==> config.mk <==
export PLATFORM = sky130hd
export DESIGN_NAME = multi_ch_timer
export DESIGN_NICKNAME = d
export VERILOG_FILES = /design/src/rtl/multi_ch_timer.sv
export SDC_FILE = /design/constraint.sdc
export NUM_CORES = 1
export LEC_CHECK = 0
export CAP_MARGIN = 40
export CORE_UTILIZATION = 50
export CTS_BUF_LIST = sky130_fd_sc_hd__clkbuf_2
export DETAILED_ROUTE_END_ITERATION = 10
export PLACE_DENSITY = 0.76
export SETUP_SLACK_MARGIN = 0.05
export SLEW_MARGIN = 10
export SYNTH_ARGS = -nofsm -noshare
export SYNTH_HDL_FRONTEND = slang
export SYNTH_SLANG_ARGS = --single-unit
==> constraint.sdc <==
create_clock -name clk -period 4.28 [get_ports clk]
set_input_delay 0.856 -clock clk [delete_from_list [all_inputs] [get_ports clk]]
set_output_delay 0.856 -clock clk [all_outputs]
set_load 0.05 [all_outputs]
### Zoomed window, run 1

Window x 70 to 110, y 34 to 74 µm. Cells in gray, sequential cells in the stronger gray; small squares are vias.
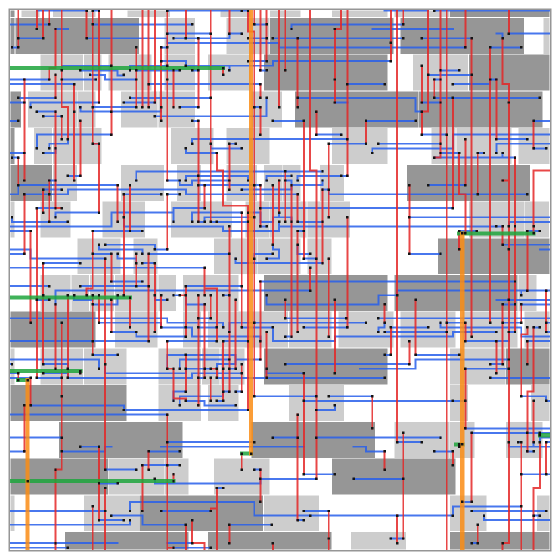
legend:
  orange:
    layer: metal 4
  blue:
    layer: metal 1
  green:
    layer: metal 3
  red:
    layer: metal 2
most frequent: dfrtp_1 (22), mux2_2 (16), xor2_1 (9)
sequential cells in the window: 22
cells with their middle in the window: 101

### Metal 3, run 1

Scale bar: 50 µm.
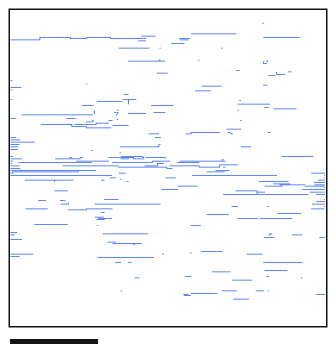
wire length on this layer: 1,890 µm
longest straight run: 57.7 µm
main direction: horizontal
nets with wire on the layer: 123
share of all routed wire: 5.3%
final WL: 35.9 mm
via count: 11,500
GRT met3 Usage: 0.0483

### Metal layers overlaid, run 1

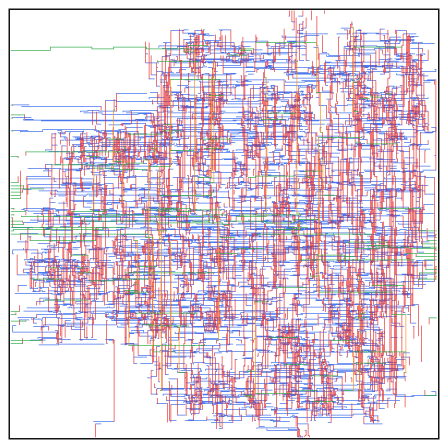
legend:
  blue:
    layer: metal 1
    wire_length: 17,000 µm
  red:
    layer: metal 2
    wire_length: 16,000 µm
  orange:
    layer: metal 4
    wire_length: 1,030 µm
  green:
    layer: metal 3
    wire_length: 1,890 µm
Global Route Usage Sum: 0.228
drt wl/cell: 18.1 µm

==> results.sh, run 1 <==
# flow metrics
export IMPL_p_comb_mw=1.66
export IMPL_nonClkBufAreaFrac=0.0436
export IMPL_path_delay_family="simple AND/OR/NAND/NOR gates"
export IMPL_initial_utilization=0.507
export IMPL_rows=65
export IMPL_grt_pass1_vias=11500
export IMPL_slowest_stage="o31ai_4"
export IMPL_grt_overflow=0
export IMPL_fp_nets=1480
export IMPL_synthCells=1426
export IMPL_numSynthFlops=312
export IMPL_cts_made_buffers=79
export IMPL_max_stage_delay_ps=670
export IMPL_top_layer_used="met4"
export IMPL_final_area_um2=17600
export IMPL_seq_area_um2=7810
export IMPL_die_h_um=181
export IMPL_antenna_found_initial=3
export IMPL_status="complete, no violations"
export IMPL_top_usage_layer="met2"
export IMPL_ir_drop_v=0.000204
export IMPL_min_period_over_period=0.847
export IMPL_fin_setup_tns_ps=0
export IMPL_viasPerCell=5.79
export IMPL_cp_cell_sequence="inv_1, ha_1, nor3b_4, nand2_1, xnor2_1, nand3_1, or4_1, or4b_4, o31ai_4, nor2_1"
export IMPL_cts_htree_levels=3
export IMPL_synth_logic_top_family="simple AND/OR/NAND/NOR gates"
export IMPL_grtUsageMet2=0.342
export IMPL_fin_cells=1981
export IMPL_ys_types=78
export IMPL_whs_path_depth=1
export IMPL_buffers=77
export IMPL_r2r_cells=10
export IMPL_clockBufferCount=104
export IMPL_slew_headroom=0.430
export IMPL_firstDrtPassIters=7
export IMPL_rsz0062_at_grt="no"
export IMPL_io_buffers=53
### Cell placement, run 1

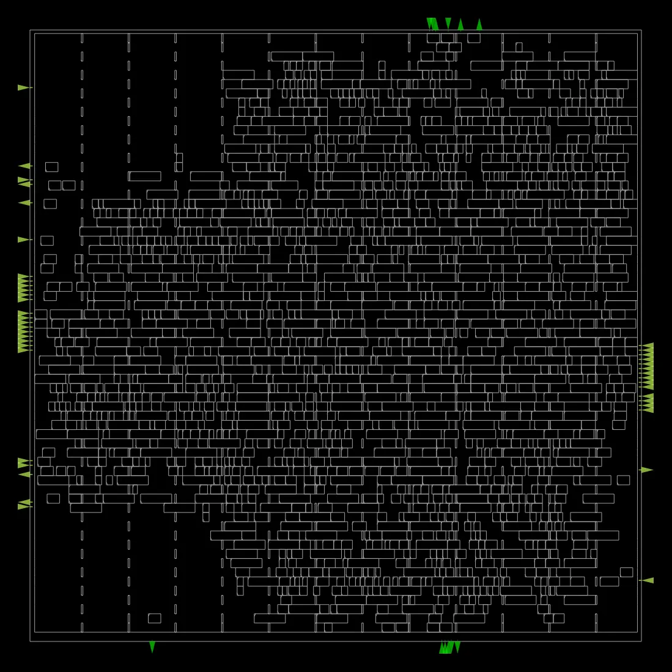

==> run 2: changes to the inputs <==
--- a/config.mk
+++ b/config.mk
@@ -9,7 +9,7 @@
 export CORE_UTILIZATION = 50
 export CTS_BUF_LIST = sky130_fd_sc_hd__clkbuf_2
 export DETAILED_ROUTE_END_ITERATION = 10
-export PLACE_DENSITY = 0.76
+export PLACE_DENSITY = 0.79
 export SETUP_SLACK_MARGIN = 0.05
 export SLEW_MARGIN = 10
 export SYNTH_ARGS = -nofsm -noshare
==> constraint.sdc (replaced) <==
create_clock -name clk -period 3 [get_ports clk]
set_input_delay 0.6 -clock clk [delete_from_list [all_inputs] [get_ports clk]]
set_output_delay 0.6 -clock clk [all_outputs]
set_load 0.05 [all_outputs]
### Cell placement, run 2

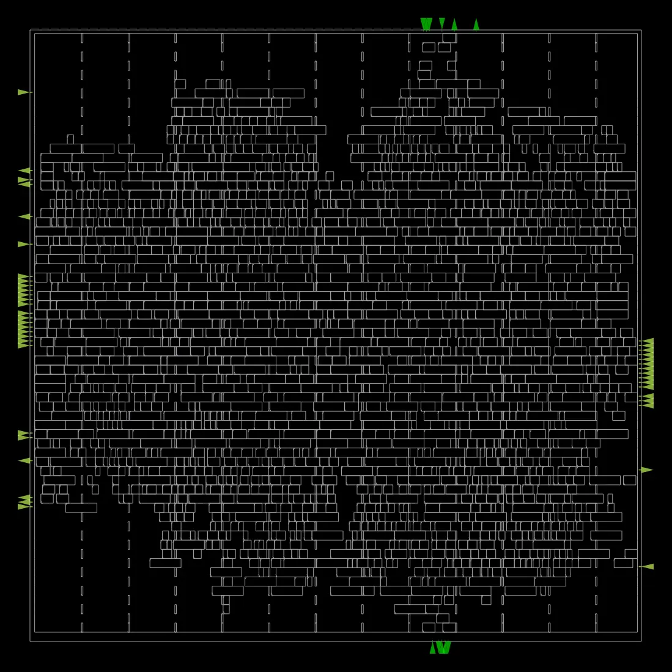
Tapcells: 402
sequential cell area share: 0.416
Flops: 312
core area: 31,500 µm²

==> run 2 against run 1 <==
Combinational power increased by about 80%. Clock-buffer cell count grew 2. The run now ends with negative setup slack left. Clock power up 43%. Worst setup slack lost 890 ps. Die size did not move. Synthesized area unchanged. Register-to-register slack worse by 890 ps. First-iteration DRC count shrank 4.3%. Sequential share of layout area down 2.7 points.
==> results.sh, run 2 <==
# flow metrics
export IMPL_synthCells=1426
export IMPL_synth_logic_top_family="simple AND/OR/NAND/NOR gates"
export IMPL_nonClkBufAreaFrac=0.0955
export IMPL_min_period_over_period=1.08
export IMPL_final_area_um2=18800
export IMPL_cp_cell_sequence="buf_4, nor4_4, and3_1, nand2_1, xnor2_1, or4_4, or4b_4, o31ai_4, buf_4, nor2_1"
export IMPL_path_delay_family="simple AND/OR/NAND/NOR gates"
export IMPL_fin_cells=2101
export IMPL_p_comb_mw=2.99
export IMPL_fp_nets=1480
export IMPL_cts_htree_levels=3
export IMPL_finalSetupViolations=19
export IMPL_die_h_um=181
export IMPL_wl_mm=38.1
export IMPL_buffers=206
export IMPL_num_vias=12100
export IMPL_wl_per_cell_um=18.1
export IMPL_ys_types=78
export IMPL_rows=65
export IMPL_setup_slack_ps=-234
export IMPL_numSynthFlops=312
export IMPL_seq_area_um2=7810
export IMPL_violations="negative setup slack"
export IMPL_fin_setup_tns_ps=-3090
export IMPL_max_stage_delay_ps=560
export IMPL_grt_usage=0.234
export IMPL_viasPerCell=5.74
export IMPL_r2r_cells=10
export IMPL_top_usage_layer="met2"
export IMPL_clockBufferCount=106
export IMPL_cts_made_buffers=78
export IMPL_grt_overflow=0
export IMPL_slowest_stage="or4_4"
export IMPL_slew_headroom=0.569
export IMPL_firstDrtPassIters=5
export IMPL_status="finished with violations"
export IMPL_ir_drop_v=0.000407
export IMPL_rsz0062_at_grt="yes"
### Clock distribution, run 2

Scale bar: 50 µm.
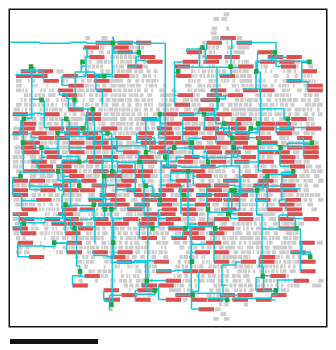
legend:
  cyan:
    item: clock wires
    length: 4,220 µm
  green:
    item: clock drivers
    count: 78
  red:
    item: flip-flops
    count: 312
routed clock nets: 79
Latency at later pin: 900 ps
Setup Skew: 99.4 ps
Clock group: 2.81 mW

Power is estimated from default activity; no workload was simulated.
